==> images/met2.png <==
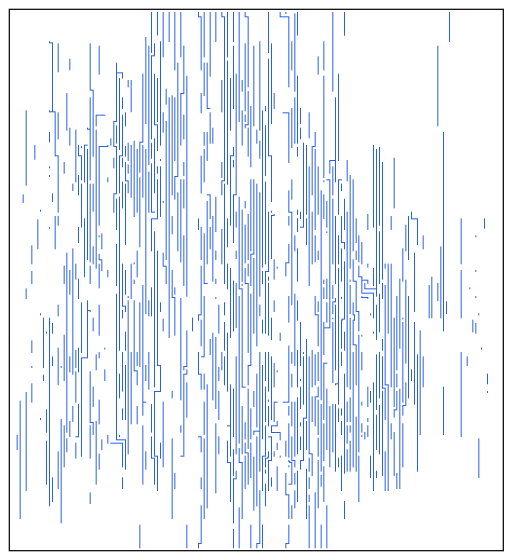
==> images/met4.png <==
Scale bar: 20 µm.
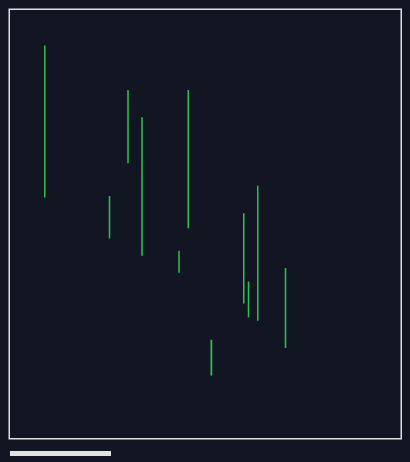
### src/rtl/fp_normalizer.sv
// Post-add/sub normalizer: IDLE -> SHIFT -> DONE handshake around a 1-bit iterative shifter,
// or a single-cycle leading-zero count + barrel shift when NORM_FAST_EN is defined.
module fp_normalizer #(
  parameter int FRAC_W = 27,
  parameter int EXP_W  = 8
) (
  input  logic              clk,
  input  logic              rst_n,
  input  logic              in_valid,
  output logic              in_ready,
  input  logic [FRAC_W:0]   frac_in,
  input  logic [EXP_W-1:0]  exp_in,
  output logic              out_valid,
  input  logic              out_ready,
  output logic [FRAC_W-1:0] frac_out,
  output logic [EXP_W-1:0]  exp_out,
  output logic              zero,
  output logic              overflow,
  output logic              subnormal
);

  typedef enum logic [1:0] {IDLE, SHIFT, DONE} state_t;

  localparam logic [EXP_W:0] EXP_MAX = {1'b0, {EXP_W{1'b1}}};

  state_t              state, state_nxt;
  logic [FRAC_W-1:0]   frac_q, frac_d;
  logic [EXP_W-1:0]    exp_q, exp_d;
  logic                zero_q, zero_d, ovf_q, ovf_d, sub_q, sub_d;
  logic [EXP_W:0]      exp_inc;

`ifdef NORM_FAST_EN
  logic [EXP_W:0]      lzc, exp_room;

  function automatic logic [EXP_W:0] count_lz(input logic [FRAC_W-1:0] f);
    logic [EXP_W:0] cnt;
    cnt = (EXP_W+1)'(FRAC_W);
    // Scan upward so the highest set bit wins.
    for (int i = 0; i < FRAC_W; i++)
      if (f[i]) cnt = (EXP_W+1)'(FRAC_W - 1 - i);
    return cnt;
  endfunction

  assign lzc      = count_lz(frac_q);
  assign exp_room = {1'b0, exp_q} - 1'b1;
`endif

  assign exp_inc = {1'b0, exp_in} + 1'b1;

  always_comb begin
    state_nxt = state;
    frac_d    = frac_q;
    exp_d     = exp_q;
    zero_d    = zero_q;
    ovf_d     = ovf_q;
    sub_d     = sub_q;
    case (state)
      IDLE: begin
        if (in_valid && in_ready) begin
          zero_d    = 1'b0;
          ovf_d     = 1'b0;
          sub_d     = 1'b0;
          state_nxt = SHIFT;
          if (frac_in[FRAC_W]) begin
            // Carry renormalization keeps the dropped bits in the sticky position.
            frac_d = {frac_in[FRAC_W:2], |frac_in[1:0]};
            if (exp_inc >= EXP_MAX) begin
              exp_d = EXP_MAX[EXP_W-1:0];
              ovf_d = 1'b1;
            end else begin
              exp_d = exp_inc[EXP_W-1:0];
            end
          end else begin
            frac_d = frac_in[FRAC_W-1:0];
            exp_d  = exp_in;
          end
        end
      end
      SHIFT: begin
        if (frac_q == '0) begin
          zero_d    = 1'b1;
          exp_d     = '0;
          state_nxt = DONE;
        end else if (frac_q[FRAC_W-1]) begin
          state_nxt = DONE;
        end else if (exp_q <= EXP_W'(1)) begin
          exp_d     = '0;
          sub_d     = 1'b1;
          state_nxt = DONE;
        end else begin
`ifdef NORM_FAST_EN
          // Shift as far as the exponent floor allows; hitting the floor first is subnormal.
          state_nxt = DONE;
          if (lzc > exp_room) begin
            frac_d = frac_q << exp_room;
            exp_d  = '0;
            sub_d  = 1'b1;
          end else begin
            frac_d = frac_q << lzc;
            exp_d  = exp_q - lzc[EXP_W-1:0];
          end
`else
          frac_d = {frac_q[FRAC_W-2:0], 1'b0};
          exp_d  = exp_q - 1'b1;
`endif
        end
      end
      DONE: begin
        if (out_ready) state_nxt = IDLE;
      end
      default: state_nxt = IDLE;
    endcase
  end

  always_ff @(posedge clk or negedge rst_n) begin
    if (!rst_n) begin
      state  <= IDLE;
      frac_q <= '0;
      exp_q  <= '0;
      zero_q <= 1'b0;
      ovf_q  <= 1'b0;
      sub_q  <= 1'b0;
    end else begin
      state  <= state_nxt;
      frac_q <= frac_d;
      exp_q  <= exp_d;
      zero_q <= zero_d;
      ovf_q  <= ovf_d;
      sub_q  <= sub_d;
    end
  end

  assign in_ready  = rst_n && (state == IDLE);
  assign out_valid = (state == DONE);
  assign frac_out  = frac_q;
  assign exp_out   = exp_q;
  assign zero      = zero_q;
  assign overflow  = ovf_q;
  assign subnormal = sub_q;

endmodule
### config.mk
export PLATFORM = sky130hd
export DESIGN_NAME = fp_normalizer
export DESIGN_NICKNAME = d
export VERILOG_FILES = /design/src/rtl/fp_normalizer.sv
export SDC_FILE = /design/constraint.sdc
export NUM_CORES = 1
export LEC_CHECK = 0
export CORE_ASPECT_RATIO = 1.1
export CORE_MARGIN = 1.5
export CORE_UTILIZATION = 43
export DETAILED_ROUTE_END_ITERATION = 10
export GPL_ROUTABILITY_DRIVEN = 0
export GPL_TIMING_DRIVEN = 0
export PLACE_DENSITY = 0.86
export SYNTH_ARGS = -nofsm -noshare
export SYNTH_HDL_FRONTEND = slang
export SYNTH_SLANG_ARGS = --single-unit
### constraint.sdc
create_clock -name clk -period 2 [get_ports clk]
set_clock_uncertainty 0.05 [all_clocks]
set_input_delay 0.3 -clock clk [delete_from_list [all_inputs] [get_ports clk]]
set_output_delay 0.3 -clock clk [all_outputs]
set_load 0.1 [all_outputs]
==> impl_metrics.xml <==
<?xml version="1.0" encoding="UTF-8"?>
<metrics>
  <group name="run_status">
    <metric name="status" unit="">complete, but fails checks</metric>
    <metric name="failing_checks" unit="">negative setup slack</metric>
  </group>
  <group name="setup_path">
    <metric name="critical_path.max_stage_delay" unit="ns">0.44</metric>
    <metric name="critPathTopFamily" unit="">simple AND/OR/NAND/NOR gates</metric>
    <metric name="crit_fanout" unit="">5</metric>
  </group>
  <group name="final_timing">
    <metric name="setup_slack" unit="ns">-0.225</metric>
    <metric name="grt_setup_unrepaired" unit="">yes</metric>
    <metric name="clock.fmax" unit="MHz">449</metric>
    <metric name="finalClockPeriodUsage" unit="%">111</metric>
    <metric name="setup_violations" unit="">34</metric>
    <metric name="timing.final.hold_violations" unit="">0</metric>
  </group>
  <group name="route">
    <metric name="detailed_route_wire_length_on_metal_1" unit="µm">3300</metric>
    <metric name="detailed_router_s_first_iteration_violation_count" unit="">185</metric>
  </group>
  <group name="layout">
    <metric name="flops" unit="">40</metric>
    <metric name="largestClassByArea" unit="">multi-input combinational cells</metric>
    <metric name="post_route_cells_drive_above_1_share" unit="%">36.5</metric>
    <metric name="nonClkBufAreaFrac" unit="%">26.7</metric>
    <metric name="fill_cells" unit="">424</metric>
    <metric name="layout.core_utilization" unit="%">69.6</metric>
    <metric name="syn_to_final_growth" unit="%">54.4</metric>
    <metric name="clock_buf_count" unit="">6</metric>
    <metric name="n_all_inverters" unit="">8</metric>
  </group>
  <group name="global_routing">
    <metric name="initial_antenna_violation_count" unit="">0</metric>
    <metric name="grtUsageMet1" unit="%">28.5</metric>
    <metric name="grt_pass1_wl" unit="µm">13300</metric>
  </group>
  <group name="clock_network">
    <metric name="cts-buffers-inserted" unit="">5</metric>
    <metric name="tritoncts" unit="">done</metric>
    <metric name="clockRootBuffer" unit="">clkbuf_8</metric>
    <metric name="htree_levels" unit="">2</metric>
  </group>
  <group name="yosys">
    <metric name="post_synth_and_or_nand_nor_area_fraction" unit="%">14.4</metric>
    <metric name="synthFlopType" unit="">dfrtp_1</metric>
    <metric name="yosys_register_bits" unit="">40</metric>
    <metric name="yosys.area_share.xor_xnor" unit="%">0</metric>
    <metric name="muxShareOfSynthArea" unit="%">20.2</metric>
    <metric name="syn_avg_cell_area" unit="µm²">10.3</metric>
    <metric name="synth-warning-count" unit="">0</metric>
    <metric name="synth_cells" unit="">255</metric>
    <metric name="yosys.area_share.aoi" unit="%">21.6</metric>
  </group>
  <group name="place">
    <metric name="io_buffers" unit="">79</metric>
    <metric name="detailed_place.area" unit="mm²">0.00365</metric>
  </group>
  <group name="floorplanning">
    <metric name="fp_util" unit="%">45.1</metric>
    <metric name="taps" unit="">77</metric>
  </group>
  <group name="flow_run">
    <metric name="warning_count" unit="">33</metric>
  </group>
  <group name="worst_hold_path">
    <metric name="hold_path_class" unit="">in -&gt; async</metric>
  </group>
</metrics>
Back to the opening pictures, met2.png:
longest straight run: 37.7 µm
main direction: vertical
nets with wire on the layer: 382
share of all routed wire: 51%
wire length on this layer: 4,320 µm
met2 usage: 44.7%
total detailed-routing wirelength: 8430 µm
vias post-DR: 2,717

Back to the opening pictures, met4.png:
wire length on this layer: 184 µm
main direction: vertical

